`src/rtl/isa_hs_pkg.sv`:
```
// Shared ISA definitions for the handshake execution unit: opcodes, FSM states
// and instruction field positions.
package isa_hs_pkg;

  typedef enum logic [3:0] {
    OP_NOP   = 4'h0,
    OP_MOVI  = 4'h1,
    OP_LOAD  = 4'h2,
    OP_STORE = 4'h3,
    OP_ADD   = 4'h4,
    OP_ADDI  = 4'h5,
    OP_SUB   = 4'h6,
    OP_SUBI  = 4'h7,
    OP_JZ    = 4'h8,
    OP_JNZ   = 4'h9,
    OP_JC    = 4'hA,
    OP_JMP   = 4'hB,
    OP_HALT  = 4'hF
  } op_e;

  typedef enum logic [2:0] {
    FETCH_HI,
    FETCH_LO,
    EXECUTE,
    MEM,
    HALTED
  } state_e;

  localparam int OP_HI  = 15;
  localparam int OP_LO  = 12;
  localparam int RD_HI  = 10;
  localparam int RD_LO  = 8;
  localparam int RS1_HI = 6;
  localparam int RS1_LO = 4;
  localparam int RS2_HI = 2;
  localparam int RS2_LO = 0;
  localparam int IMM_HI = 7;
  localparam int IMM_LO = 0;
  localparam int REG_AW = 3;

endpackage

```
`src/rtl/regfile_2r1w.sv`:
```
// Register file: two combinational read ports, one synchronous write port.
// Asynchronous reset clears every entry.
module regfile_2r1w #(
  parameter int DATA_BITS = 8,
  parameter int NUM_REGS  = 8,
  localparam int AW = $clog2(NUM_REGS)
) (
  input  logic                 clk,
  input  logic                 reset,
  input  logic [AW-1:0]        raddr_a_i,
  output logic [DATA_BITS-1:0] rdata_a_o,
  input  logic [AW-1:0]        raddr_b_i,
  output logic [DATA_BITS-1:0] rdata_b_o,
  input  logic                 we_i,
  input  logic [AW-1:0]        waddr_i,
  input  logic [DATA_BITS-1:0] wdata_i
);

  logic [DATA_BITS-1:0] regs_q [NUM_REGS];

  always_ff @(posedge clk or posedge reset) begin
    if (reset) begin
      for (int i = 0; i < NUM_REGS; i++) regs_q[i] <= '0;
    end else if (we_i) begin
      regs_q[waddr_i] <= wdata_i;
    end
  end

  assign rdata_a_o = regs_q[raddr_a_i];
  assign rdata_b_o = regs_q[raddr_b_i];

endmodule

```
`src/rtl/exec_unit_hs.sv`:
```
// Multi-cycle core: two byte fetches, one execute cycle, optional memory cycle.
// 3 cycles per instruction (4 for LOAD/STORE) with ack high; each ack wait stalls one cycle.
module exec_unit_hs
  import isa_hs_pkg::*;
#(
  parameter int ADDR_BITS = 8,
  parameter int DATA_BITS = 8,
  parameter int NUM_REGS  = 8
) (
  input  logic                 clk,
  input  logic                 reset,
  output logic                 mem_req,
  output logic                 mem_we,
  output logic [ADDR_BITS-1:0] mem_addr,
  output logic [DATA_BITS-1:0] mem_wdata,
  input  logic                 mem_ack,
  input  logic [DATA_BITS-1:0] mem_rdata,
  output logic                 halted,
  output logic                 illegal,
  output logic [ADDR_BITS-1:0] pc_out,
  output logic [1:0]           flags_out
);

  localparam int DW1 = DATA_BITS + 1;

  state_e               state_q, state_d;
  logic [ADDR_BITS-1:0] pc_q, pc_d;
  logic [15:0]          ir_q, ir_d;
  logic                 z_q, z_d, c_q, c_d;
  logic                 halted_q, halted_d, illegal_q, illegal_d;

  op_e                  op;
  logic [REG_AW-1:0]    rd, rs1, rs2, ra_a, ra_b;
  logic [DATA_BITS-1:0] imm_data, rf_a, rf_b, alu_b, rf_wdata;
  logic [ADDR_BITS-1:0] imm_addr;
  logic [DW1-1:0]       alu_sum;
  logic                 sub_op, use_imm, rf_we, req_int;
  logic                 unused_ir_bit;

  assign op       = op_e'(ir_q[OP_HI:OP_LO]);
  assign rd       = ir_q[RD_HI:RD_LO];
  assign rs1      = ir_q[RS1_HI:RS1_LO];
  assign rs2      = ir_q[RS2_HI:RS2_LO];
  assign imm_data = DATA_BITS'(ir_q[IMM_HI:IMM_LO]);
  assign imm_addr = ADDR_BITS'(ir_q[IMM_HI:IMM_LO]);
  assign unused_ir_bit = ir_q[11];

  // Immediate forms and STORE address rd through the read ports instead of rs1/rs2.
  assign use_imm = (op == OP_ADDI) || (op == OP_SUBI);
  assign sub_op  = (op == OP_SUB)  || (op == OP_SUBI);
  assign ra_a    = use_imm ? rd : rs1;
  assign ra_b    = (op == OP_STORE) ? rd : rs2;

  regfile_2r1w #(.DATA_BITS(DATA_BITS), .NUM_REGS(NUM_REGS)) u_rf (
    .clk       (clk),
    .reset     (reset),
    .raddr_a_i (ra_a),
    .rdata_a_o (rf_a),
    .raddr_b_i (ra_b),
    .rdata_b_o (rf_b),
    .we_i      (rf_we),
    .waddr_i   (rd),
    .wdata_i   (rf_wdata)
  );

  // Single adder; subtraction is a + ~b + 1 so carry-out means "no borrow".
  assign alu_b   = use_imm ? imm_data : rf_b;
  assign alu_sum = {1'b0, rf_a} + {1'b0, (sub_op ? ~alu_b : alu_b)} + DW1'(sub_op);

  always_comb begin
    state_d   = state_q;
    pc_d      = pc_q;
    ir_d      = ir_q;
    z_d       = z_q;
    c_d       = c_q;
    halted_d  = halted_q;
    illegal_d = illegal_q;
    rf_we     = 1'b0;
    rf_wdata  = alu_sum[DATA_BITS-1:0];
    req_int   = 1'b0;
    mem_we    = 1'b0;
    mem_addr  = pc_q;
    mem_wdata = '0;
    case (state_q)
      FETCH_HI: begin
        req_int = 1'b1;
        if (mem_ack) begin
          ir_d[15:8] = mem_rdata[7:0];
          state_d    = FETCH_LO;
        end
      end
      FETCH_LO: begin
        req_int  = 1'b1;
        mem_addr = pc_q + ADDR_BITS'(1);
        if (mem_ack) begin
          ir_d[7:0] = mem_rdata[7:0];
          state_d   = EXECUTE;
        end
      end
      EXECUTE: begin
        state_d = FETCH_HI;
        pc_d    = pc_q + ADDR_BITS'(2);
        case (op)
          OP_NOP: ;
          OP_MOVI: begin
            rf_we    = 1'b1;
            rf_wdata = imm_data;
          end
          OP_LOAD, OP_STORE: begin
            state_d = MEM;
            pc_d    = pc_q;
          end
          OP_ADD, OP_ADDI, OP_SUB, OP_SUBI: begin
            rf_we = 1'b1;
            z_d   = (alu_sum[DATA_BITS-1:0] == '0);
            c_d   = alu_sum[DATA_BITS];
          end
          OP_JZ:  if (z_q)  pc_d = imm_addr;
          OP_JNZ: if (!z_q) pc_d = imm_addr;
          OP_JC:  if (c_q)  pc_d = imm_addr;
          OP_JMP: pc_d = imm_addr;
          OP_HALT: begin
            halted_d = 1'b1;
            state_d  = HALTED;
            pc_d     = pc_q;
          end
          default: begin
            illegal_d = 1'b1;
            halted_d  = 1'b1;
            state_d   = HALTED;
            pc_d      = pc_q;
          end
        endcase
      end
      MEM: begin
        req_int  = 1'b1;
        mem_addr = imm_addr;
        mem_we   = (op == OP_STORE);
        if (op == OP_STORE) mem_wdata = rf_b;
        if (mem_ack) begin
          if (op == OP_LOAD) begin
            rf_we    = 1'b1;
            rf_wdata = mem_rdata;
          end
          pc_d    = pc_q + ADDR_BITS'(2);
          state_d = FETCH_HI;
        end
      end
      HALTED: ;
      default: state_d = FETCH_HI;
    endcase
  end

  always_ff @(posedge clk or posedge reset) begin
    if (reset) begin
      state_q   <= FETCH_HI;
      pc_q      <= '0;
      ir_q      <= '0;
      z_q       <= 1'b0;
      c_q       <= 1'b0;
      halted_q  <= 1'b0;
      illegal_q <= 1'b0;
    end else begin
      state_q   <= state_d;
      pc_q      <= pc_d;
      ir_q      <= ir_d;
      z_q       <= z_d;
      c_q       <= c_d;
      halted_q  <= halted_d;
      illegal_q <= illegal_d;
    end
  end

  // Reset lands in FETCH_HI, so the request is masked while reset is held.
  assign mem_req   = req_int && !reset;
  assign halted    = halted_q;
  assign illegal   = illegal_q;
  assign pc_out    = pc_q;
  assign flags_out = {z_q, c_q};

endmodule
```
`config.mk`:
```
export PLATFORM = sky130hd
export DESIGN_NAME = exec_unit_hs
export DESIGN_NICKNAME = d
export VERILOG_FILES = /design/src/rtl/isa_hs_pkg.sv /design/src/rtl/regfile_2r1w.sv /design/src/rtl/exec_unit_hs.sv
export SDC_FILE = /design/constraint.sdc
export NUM_CORES = 1
export LEC_CHECK = 0
export ABC_AREA = 1
export CORE_UTILIZATION = 60
export DETAILED_ROUTE_END_ITERATION = 16
export DONT_BUFFER_PORTS = 1
export GPL_ROUTABILITY_DRIVEN = 0
export PLACE_DENSITY = 0.76
export SKIP_CTS_REPAIR_TIMING = 1
export SLEW_MARGIN = 20
export SYNTH_ARGS = -nofsm -noshare
export SYNTH_HDL_FRONTEND = slang
export SYNTH_HIERARCHICAL = 1
export SYNTH_SLANG_ARGS = --single-unit
```
`constraint.sdc`:
```
create_clock -name clk -period 5.1 [get_ports clk]
set_clock_uncertainty 0.15 [all_clocks]
set_input_delay 0.765 -clock clk [delete_from_list [all_inputs] [get_ports clk]]
set_output_delay 0.765 -clock clk [all_outputs]
set_load 0.01 [all_outputs]
```
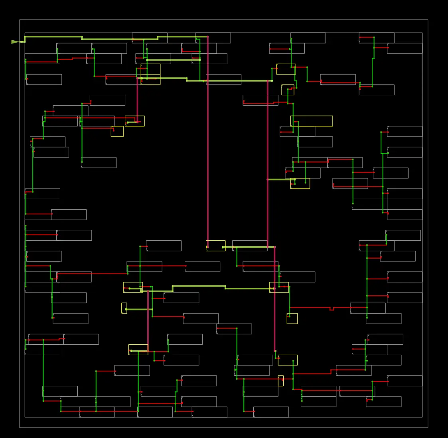
Figure 1: run 1, clock nets.
Seq cells: 94
CTS buffer count: 9
Worst-Skew Late Latency: 0.38 ns

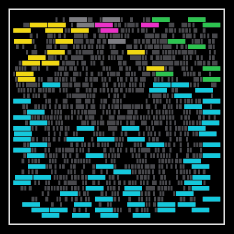
Figure 2: run 1, sequential cells grouped by signal name.
Drawn at 2 px/um. Other sequential cells in the stronger gray, the rest of the logic in the fainter gray.
legend:
  state_q:
    color: magenta
    flops: 3
  ir_q:
    color: yellow
    flops: 15
    where: upper left
  u_rf/regs_q:
    color: cyan
    flops: 64
  pc_out:
    color: green
    flops: 8
    where: upper right
Util after Layout: 65.1%
flop share of the area: 34.5%
register area: 0.00235 sq mm

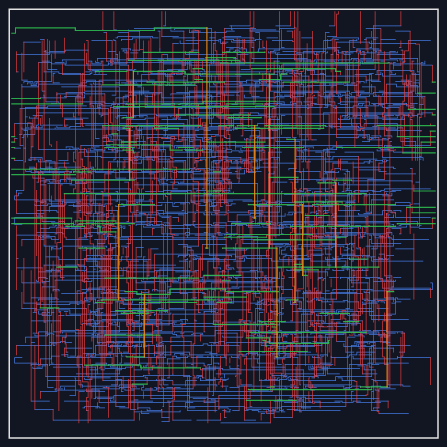
Figure 3: run 1, wiring by layer.
Drawn at 4 px/um.
legend:
  M1:
    color: blue
    wire_length: 8070 um
  M2:
    color: red
    wire_length: 7820 um
  M3:
    color: green
    wire_length: 1520 um
  M4:
    color: orange
    wire_length: 316 um
Total Wirelength: 17700 um
average wire per standard cell: 15.8 um
Overall Global Routing Usage: 32.8%

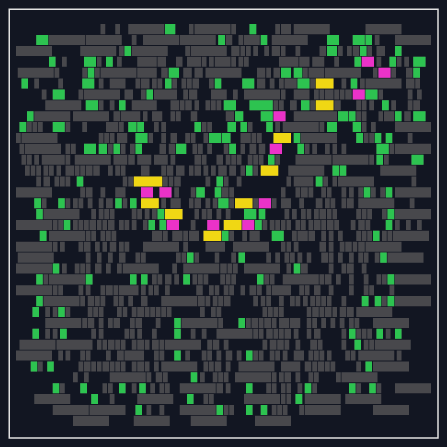
Figure 4: run 1, gate families picked out.
Drawn at 4 px/um.
legend:
  xor and xnor cells:
    color: magenta
    cells: 11
  fa/ha/maj cells:
    color: yellow
    cells: 10
  aoi and oai cells:
    color: green
    cells: 151
    where: spread over the die
fin cells: 1120
logic share of the area: 50.7%
Top cell excl fill/tap: nand2_1

==> flow_metrics.tcl, run 1 <==
# yosys + openroad results
set metrics [dict create \
    status "completed" \
    taps 136 \
    crit_fanout 16 \
    endpoint_kind "register" \
    slew_headroom_pct 43.4 \
    clkbuf_count 12 \
    wl_met1_um 8070 \
    crit_buf_inv 5 \
    grtUsageMet2_pct 48.8 \
    num-multi-input-gates 720 \
    cp_data_required_time_ns 5.19 \
    wl_met2_um 7820 \
    grtUsageMet3_pct 6.87 \
    syn_nets 1019 \
    fp-utilization_pct 63.0 \
    cts.sinks 94 \
    critical_path.max_stage_delay_ns 0.56 \
    rsz0062_at_grt "false" \
    die_y_um 107 \
    buffers_excl_clock 12 \
    busiest_layer "met2" \
    ys_sh_xor_pct 1.46 \
    edf_count 0 \
    route.vias.total 6319 \
    numSynthFlops 94 \
    layout-drive-gt1-share_pct 7.62 \
    netlist_area_sq_mm 0.00659 \
    synth_top_cell_by_count "nand2_1" \
    setup_tns_ns 0 \
    setup_slack_ns 0.473 \
    die-area_sq_mm 0.0114 \
    openroad.warnings 26 \
    hpwl_um 12500 \
    finish.instance_area_sq_mm 0.00681 \
    first_pass_iters 5 \
    rows 37 \
    cts_tree "built" \
    met1_usage_pct 47.6 \
    reg2reg_depth 23 \
    critPathArrivalTime_ns 4.72 \
    ys_top_cells_by_count "382 x nand2_1, 131 x inv_1, 99 x o21ai_0" \
    antenna_found_initial 0 \
    worst_setup_path_start_kind "register" \
    comb_area_sq_mm 0.00345 \
]
Figure 5. Wires at chosen ports, followed through buffers (run 1).
Drawn at 4 px/um.
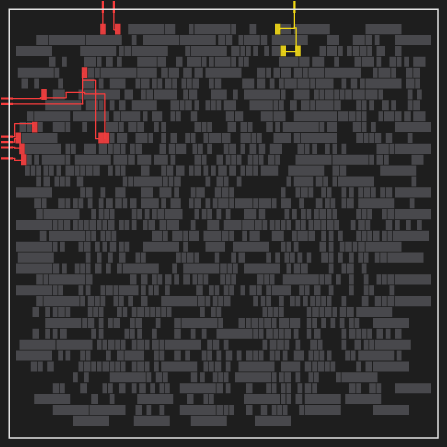

## Run 2: what changed since run 1
- CORE_UTILIZATION: 60 -> 29
- PLACE_DENSITY: 0.76 -> not set
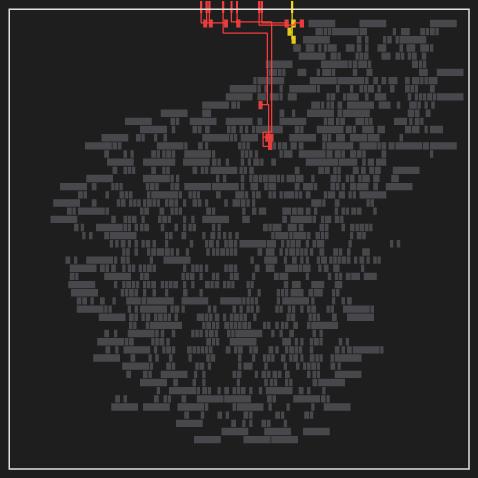
Figure 6: run 2, wires at chosen ports, followed through buffers.
Drawn at 3 px/um.
legend:
  reset:
    color: yellow
    direction: input
    edge: top
    end_cells: 3
    buffers: 0
    wire: 10.2 um
  mem_rdata:
    color: red
    direction: input
    edge: top
    end_cells: 10
    buffers: 0
    wire: 180 um
port buffer count: 0
IO Pins: 41

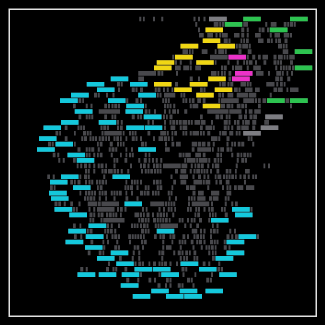
Figure 7: run 2, sequential cells grouped by signal name.
Drawn at 2 px/um. Other sequential cells in the stronger gray, the rest of the logic in the fainter gray.
legend:
  u_rf/regs_q:
    color: cyan
    flops: 64
  ir_q:
    color: yellow
    flops: 15
  state_q:
    color: magenta
    flops: 3
  pc_out:
    color: green
    flops: 8
    where: upper right
not colored: 4
flop share of the area: 32.9%

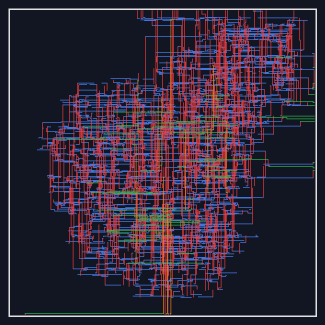
Figure 8: run 2, wiring by layer.
Drawn at 2 px/um.
legend:
  M1:
    color: blue
    wire_length: 9010 um
  M4:
    color: orange
    wire_length: 539 um
  M2:
    color: red
    wire_length: 9410 um
  M3:
    color: green
    wire_length: 1020 um
Overall Global Routing Usage: 17.5%
average wire per standard cell: 15.8 um
Vias: 6211
Total Wirelength: 20000 um

==> run 2 against run 1 <==
Compared with the run above: the flow now finishes with violations (design-rule violations); area after synthesis stayed put; sequential cell count is the same; critical path depth is 1 higher; first-iteration DRC count rose by 1.8%; critical endpoint is now u_rf/regs_q[45].
==> flow_metrics.tcl, run 2 <==
# yosys + openroad results
set metrics [dict create \
    status "finished, violations left" \
    failed_checks "design-rule violations" \
    comb_share_pct 48.3 \
    taps 280 \
    ys_top_cells_by_count "382 x nand2_1, 131 x inv_1, 99 x o21ai_0" \
    rows 54 \
    cts_tree "built" \
    setup_slack_ns 0.768 \
    mostFrequentLayoutCell "nand2_1" \
    critical_path.max_stage_delay_ns 0.55 \
    grtUsageMet3_pct 2.79 \
    hpwl_um 14600 \
    synth_top_cell_by_count "nand2_1" \
    cts.sinks 94 \
    final_cells 1264 \
    rsz0062_at_grt "false" \
    die-area_sq_mm 0.0233 \
    endpoint_kind "register" \
    fp-utilization_pct 29.9 \
    critPathArrivalTime_ns 4.44 \
    slew_headroom_pct 41.6 \
    edf_count 0 \
    openroad.warnings 26 \
    crit_fanout 18 \
    syn_nets 1019 \
    setup_tns_ns 0 \
    seqCellArea_sq_mm 0.00235 \
    met1_usage_pct 23.1 \
    numSynthFlops 94 \
    reg2reg_depth 24 \
    seq_cells 94 \
    clk_latency_ns 0.36 \
    antenna_found_initial 0 \
    cp_data_required_time_ns 5.20 \
    wl_met1_um 9010 \
    clkbuf_count 10 \
    drcViolationCount 2 \
    grtUsageMet2_pct 28.7 \
    busiest_layer "met2" \
]
Figure 9. Clock nets (run 2).
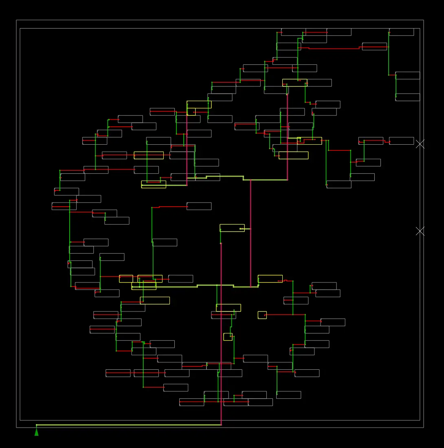

## Run 3: what changed since run 2
- clock period: 5.1 -> 4.5 ns (I/O delays scaled with it)
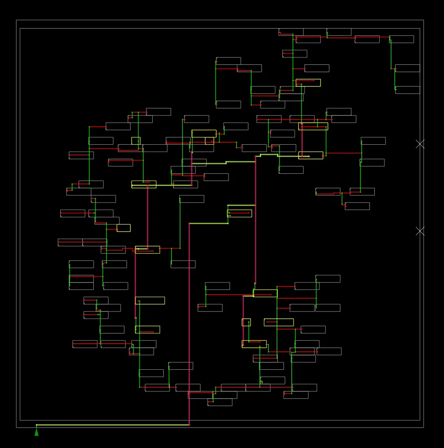
Figure 10: run 3, clock nets.
Clock buffer cells: 10
Worst-Skew Late Latency: 0.37 ns
clk sinks: 94

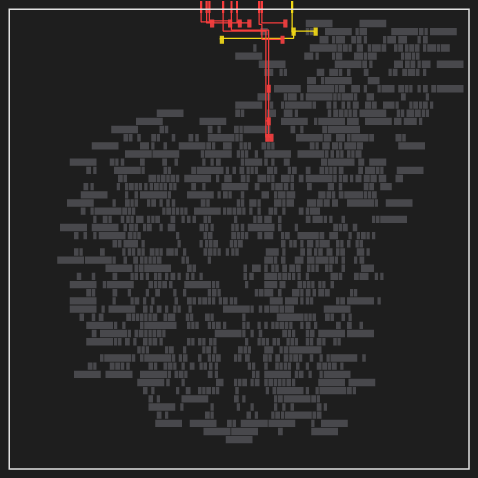
Figure 11: run 3, wires at chosen ports, followed through buffers.
Drawn at 3 px/um.
legend:
  reset:
    color: yellow
    direction: input
    edge: top
    end_cells: 3
    buffers: 0
    wire: 42.1 um
  mem_rdata:
    color: red
    direction: input
    edge: top
    end_cells: 10
    buffers: 0
    wire: 182 um

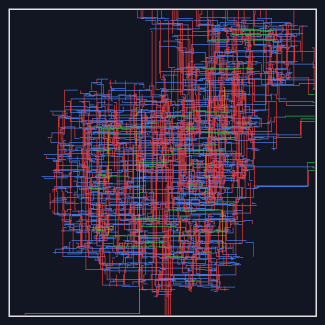
Figure 12: run 3, wiring by layer.
Drawn at 2 px/um.
legend:
  M2:
    color: red
    wire_length: 9380 um
  M4:
    color: orange
    wire_length: 333 um
  M3:
    color: green
    wire_length: 959 um
  M1:
    color: blue
    wire_length: 9320 um
average wire per standard cell: 15.7 um
Overall Global Routing Usage: 17.9%
Vias: 6271

==> run 3 against run 2 <==
Compared with the run above: the flow finishes with violations (design-rule violations, negative hold slack); critical path depth is 2 lower; register-to-register slack got worse by 0.38 ns; worst setup slack worse by 0.38 ns; via count up 0.97%; critical path type unchanged; area after synthesis unchanged; non-clock buffer count grew 6.
==> flow_metrics.tcl, run 3 <==
# yosys + openroad results
set metrics [dict create \
    hold-worst-slack_ns -0.000278 \
    rows 54 \
    wl_met1_um 9320 \
    hpwl_um 14700 \
    taps 280 \
    mostFrequentLayoutCell "nand2_1" \
    numSynthFlops 94 \
    crit_fanout 32 \
    cp_data_required_time_ns 4.57 \
    finalWirelength_um 20000 \
    grtUsageMet2_pct 29.1 \
    met1_usage_pct 24.4 \
    ys_top_cells_by_count "382 x nand2_1, 131 x inv_1, 99 x o21ai_0" \
    drcViolationCount 2 \
    comb_share_pct 48.0 \
    die-area_sq_mm 0.0233 \
    endpoint_kind "register" \
    cts_tree "built" \
    edf_count 0 \
    busiest_layer "met2" \
    critical_path.max_stage_delay_ns 0.53 \
    reg2reg_depth 22 \
    seq-cell-share_pct 32.7 \
    openroad.warnings 26 \
    setup_tns_ns 0 \
    io_pins 41 \
    status "finished, violations left" \
    rsz0062_at_grt "false" \
    final_cells 1270 \
    seqCellArea_sq_mm 0.00235 \
    synth_top_cell_by_count "nand2_1" \
    antenna_found_initial 0 \
    critPathArrivalTime_ns 4.18 \
    failed_checks "design-rule violations, negative hold slack" \
    hold_viol_final 2 \
]
